--- src/rtl/fetch_stage_pkg.sv ---
// Shared pipeline definitions for the fetch stage and its consumers:
// data width, NOP encoding, default reset PC and the IF/ID field layout.
package fetch_stage_pkg;

    localparam int unsigned XLEN = 32;

    // ADDI x0, x0, 0
    localparam logic [31:0] NOP_INSTR = 32'h0000_0013;

    localparam logic [31:0] RESET_PC_DEFAULT = 32'h0000_0000;

    // IF/ID register layout (LSB first: pc4, pc, instr, valid); decode
    // reuses these offsets when it unpacks the flattened register.
    localparam int unsigned IFID_PC4_OFF   = 0;
    localparam int unsigned IFID_PC4_W     = XLEN;
    localparam int unsigned IFID_PC_OFF    = IFID_PC4_OFF + IFID_PC4_W;
    localparam int unsigned IFID_PC_W      = XLEN;
    localparam int unsigned IFID_INSTR_OFF = IFID_PC_OFF + IFID_PC_W;
    localparam int unsigned IFID_INSTR_W   = 32;
    localparam int unsigned IFID_VALID_OFF = IFID_INSTR_OFF + IFID_INSTR_W;
    localparam int unsigned IFID_VALID_W   = 1;
    localparam int unsigned IFID_W         = IFID_VALID_OFF + IFID_VALID_W;

    typedef struct packed {
        logic            valid;
        logic [31:0]     instr;
        logic [XLEN-1:0] pc;
        logic [XLEN-1:0] pc4;
    } if_id_t;

    // Sequential PC increment; wraps modulo 2^32.
    function automatic logic [XLEN-1:0] pc_next_seq(input logic [XLEN-1:0] pc);
        return pc + 32'd4;
    endfunction

    // Word-align a redirect target.
    function automatic logic [XLEN-1:0] pc_align(input logic [XLEN-1:0] pc);
        return {pc[XLEN-1:2], 2'b00};
    endfunction

endpackage

--- src/rtl/fetch_stage_imem_rom.sv ---
// Instruction ROM: combinational word read, addresses past the end of the
// array return a NOP. The image is a constant parameter (word i sits at
// bits [32*i +: 32]), so the array synthesises to pure logic or a ROM macro.
module imem_rom
    import fetch_stage_pkg::*;
#(
    parameter int unsigned                DEPTH = 256,
    parameter logic [DEPTH*32-1:0]        IMAGE = {DEPTH{NOP_INSTR}}
) (
    input  logic [31:0] addr,
    output logic [31:0] data
);

    localparam int unsigned AW = $clog2(DEPTH);

    logic [AW-1:0]   idx_s;
    logic            in_range_s;
    logic [AW+4:0]   bit_off_s;
    logic [1:0]      unused_byte_s;

    assign unused_byte_s = addr[1:0];

    // Decode the word index and select the ROM word or a NOP when out of range.
    always_comb begin
        idx_s      = addr[AW+1:2];
        bit_off_s  = {idx_s, 5'b00000};
        in_range_s = ((addr >> (AW + 2)) == 32'd0);
        if (in_range_s) begin
            data = IMAGE[bit_off_s +: 32];
        end else begin
            data = NOP_INSTR;
        end
    end

endmodule

--- src/rtl/fetch_stage.sv ---
// RV32I instruction-fetch stage: program counter, ROM lookup and the IF/ID
// pipeline register. Redirect from EX beats a hazard stall; a redirect only
// kills the slot being fetched (the instruction already in ID is the
// downstream stages' concern). Also keeps a fetch counter and a sticky
// flag for misaligned redirect targets.
module fetch_stage
    import fetch_stage_pkg::*;
#(
    parameter int unsigned              IMEM_DEPTH = 256,
    parameter logic [31:0]              RESET_PC   = RESET_PC_DEFAULT,
    parameter logic [IMEM_DEPTH*32-1:0] IMEM_IMAGE = {IMEM_DEPTH{NOP_INSTR}}
) (
    input  logic        clk,
    input  logic        rst_n,
    input  logic        stall_i,
    input  logic        redirect_i,
    input  logic [31:0] redirect_pc_i,
    output logic [31:0] pc_o,
    output logic        if_id_valid_o,
    output logic [31:0] if_id_instr_o,
    output logic [31:0] if_id_pc_o,
    output logic [31:0] if_id_pc4_o,
    output logic [31:0] fetch_count_o,
    output logic        misaligned_o
);

    logic [31:0] pc_r;
    if_id_t      if_id_r;
    logic [31:0] count_r;
    logic        misaligned_r;

    logic [31:0] rom_word_s;
    logic        target_misaligned_s;

    imem_rom #(
        .DEPTH (IMEM_DEPTH),
        .IMAGE (IMEM_IMAGE)
    ) u_rom (
        .addr (pc_r),
        .data (rom_word_s)
    );

    assign target_misaligned_s = (redirect_pc_i[1:0] != 2'b00);

    // Program counter: reset vector, redirect target, hold on stall, else +4.
    always_ff @(posedge clk) begin
        if (!rst_n) begin
            pc_r <= RESET_PC;
        end else if (redirect_i) begin
            pc_r <= pc_align(redirect_pc_i);
        end else if (stall_i) begin
            pc_r <= pc_r;
        end else begin
            pc_r <= pc_next_seq(pc_r);
        end
    end

    // IF/ID register: bubble on redirect (pc fields kept), hold on stall, load on advance.
    always_ff @(posedge clk) begin
        if (!rst_n) begin
            if_id_r.valid <= 1'b0;
            if_id_r.instr <= NOP_INSTR;
            if_id_r.pc    <= 32'h0000_0000;
            if_id_r.pc4   <= 32'h0000_0000;
        end else if (redirect_i) begin
            if_id_r.valid <= 1'b0;
            if_id_r.instr <= NOP_INSTR;
            if_id_r.pc    <= if_id_r.pc;
            if_id_r.pc4   <= if_id_r.pc4;
        end else if (stall_i) begin
            if_id_r <= if_id_r;
        end else begin
            if_id_r.valid <= 1'b1;
            if_id_r.instr <= rom_word_s;
            if_id_r.pc    <= pc_r;
            if_id_r.pc4   <= pc_next_seq(pc_r);
        end
    end

    // Fetch counter: counts instructions actually loaded into IF/ID, wraps at 2^32.
    always_ff @(posedge clk) begin
        if (!rst_n) begin
            count_r <= 32'd0;
        end else if (redirect_i || stall_i) begin
            count_r <= count_r;
        end else begin
            count_r <= count_r + 32'd1;
        end
    end

    // Sticky misalignment flag: set by any misaligned redirect, cleared only by reset.
    always_ff @(posedge clk) begin
        if (!rst_n) begin
            misaligned_r <= 1'b0;
        end else if (redirect_i) begin
            misaligned_r <= misaligned_r | target_misaligned_s;
        end else begin
            misaligned_r <= misaligned_r;
        end
    end

    assign pc_o          = pc_r;
    assign if_id_valid_o = if_id_r.valid;
    assign if_id_instr_o = if_id_r.instr;
    assign if_id_pc_o    = if_id_r.pc;
    assign if_id_pc4_o   = if_id_r.pc4;
    assign fetch_count_o = count_r;
    assign misaligned_o  = misaligned_r;

endmodule

--- config.mk ---
export PLATFORM = sky130hd
export DESIGN_NAME = fetch_stage
export DESIGN_NICKNAME = d
export VERILOG_FILES = /design/src/rtl/fetch_stage_pkg.sv /design/src/rtl/fetch_stage_imem_rom.sv /design/src/rtl/fetch_stage.sv
export SDC_FILE = /design/constraint.sdc
export NUM_CORES = 1
export LEC_CHECK = 0
export CAP_MARGIN = 40
export CORE_AREA = 5 5 128 130
export DETAILED_ROUTE_END_ITERATION = 16
export DIE_AREA = 0 0 133 135
export PLACE_DENSITY_LB_ADDON = 0.3
export REMOVE_ABC_BUFFERS = 1
export SYNTH_ARGS = -nofsm -noshare
export SYNTH_HDL_FRONTEND = slang
export SYNTH_HIERARCHICAL = 1
export SYNTH_SLANG_ARGS = --single-unit
--- constraint.sdc ---
create_clock -name clk -period 2.2 [get_ports clk]
set_input_delay 0.44 -clock clk [delete_from_list [all_inputs] [get_ports clk]]
set_output_delay 0.44 -clock clk [all_outputs]
set_load 0.05 [all_outputs]
==> results_dict.tcl <==
# collected from the flow reports
set metrics [dict create \
    lay_top_cells "clkdlybuf4s50_1 (156), dfxtp_1 (155), nand2_1 (97), buf_4 (78)" \
    final_util_pct 67.7 \
    period_minus_slack_ns 2.15 \
    synth-xor-area-share_pct 3.89 \
    pre_cts_ws_ns -0.310 \
    grt_pass1_vias 6548 \
    outcome "complete, no violations" \
    ys_area_um2 7210 \
    gp_congestion 0.853 \
    openroad.warnings 25 \
    cp.arrival_ns 1.71 \
    place_inst 1247 \
    final_cell_area_um2 10200 \
    maxCapViolCount 0 \
    tritoncts "done" \
    final.setup.tns_ns 0 \
    edf_count 0 \
    compound_area_share_pct 15.9 \
    hold-worst-slack_ns 0.421 \
    yosysTopAreaCellShare_pct 43.3 \
    flop_area_um2 3120 \
    end_kind "output port" \
]
[final cells by class]
type / instances / share of cell area [%]
clock buffer: 25 / 5.07
clock inverter: 6 / 0.812
inverter: 11 / 0.406
multi-input combinational: 626 / 35.7
sequential: 156 / 30.7
tap: 188 / 2.31
timing repair buffer: 266 / 25.0
[worst reg2reg max path: stages, from the launching register on]
cell     delay, ns
dfxtp_1       0.38
nand4_1       0.21
or4_4         0.56
buf_4         0.18
or4_1         0.50
a21oi_1       0.14
[metal layers]
metal  vias up  share of wire, %
li1       3466                 -
met1      3301                42
met2       244                46
met3        30               9.7
met4         0               2.3
met5         -                 0
[registers in the layout (all words and copies together), names as in the netlist]
signal / cells
misaligned_o: 1
pc_o: 30
if_id_pc4_o: 30
if_id_instr_o: 32
if_id_pc_o: 30
if_id_valid_o: 1
fetch_count_o: 32
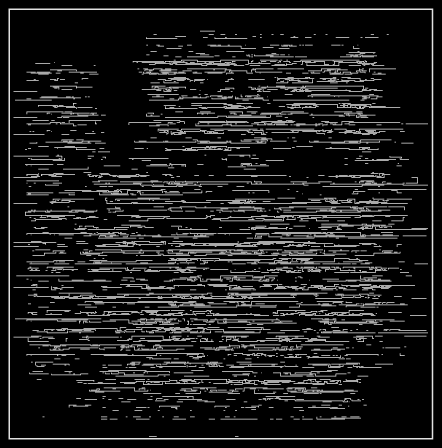
m1.png
wire length on this layer: 9050 um
main direction: horizontal
nets with wire on the layer: 1016
met1 Resource Use GR: 29.2%
total number of vias: 7041
DRT Wirelength: 21400 um

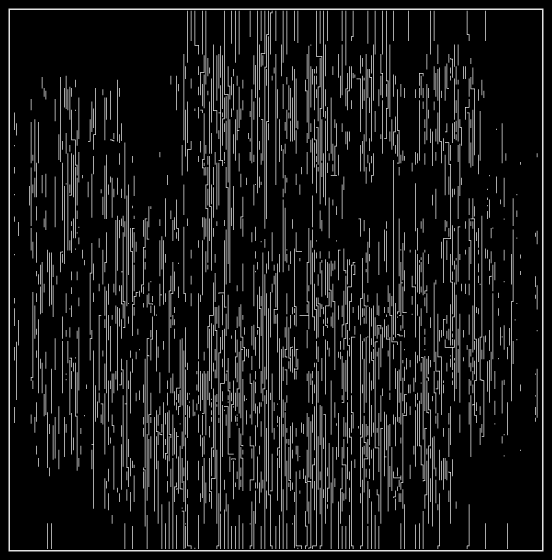
m2.png
longest straight run: 46.5 um
share of all routed wire: 46%
met2 Usage GRT: 37.0%

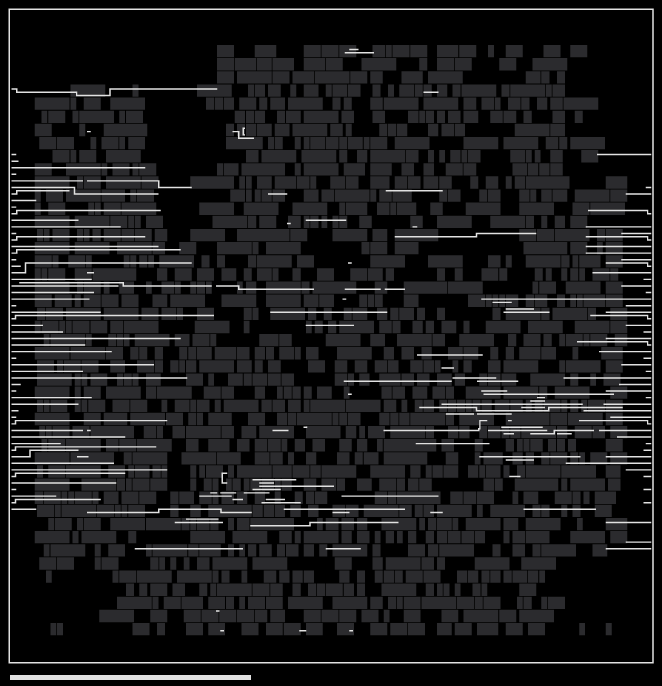
m3.png
Bar = 50 um.
share of all routed wire: 9.7%
wire length on this layer: 2080 um
main direction: horizontal
longest straight run: 40.9 um
global-route track usage on met3: 9.09%

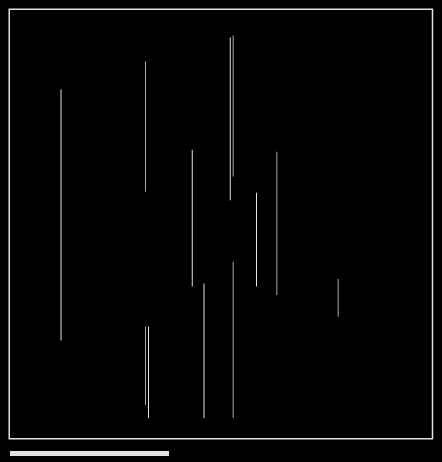
m4.png
Bar = 50 um.
wire length on this layer: 488 um
main direction: vertical
nets with wire on the layer: 10
longest straight run: 78.9 um
share of all routed wire: 2.3%

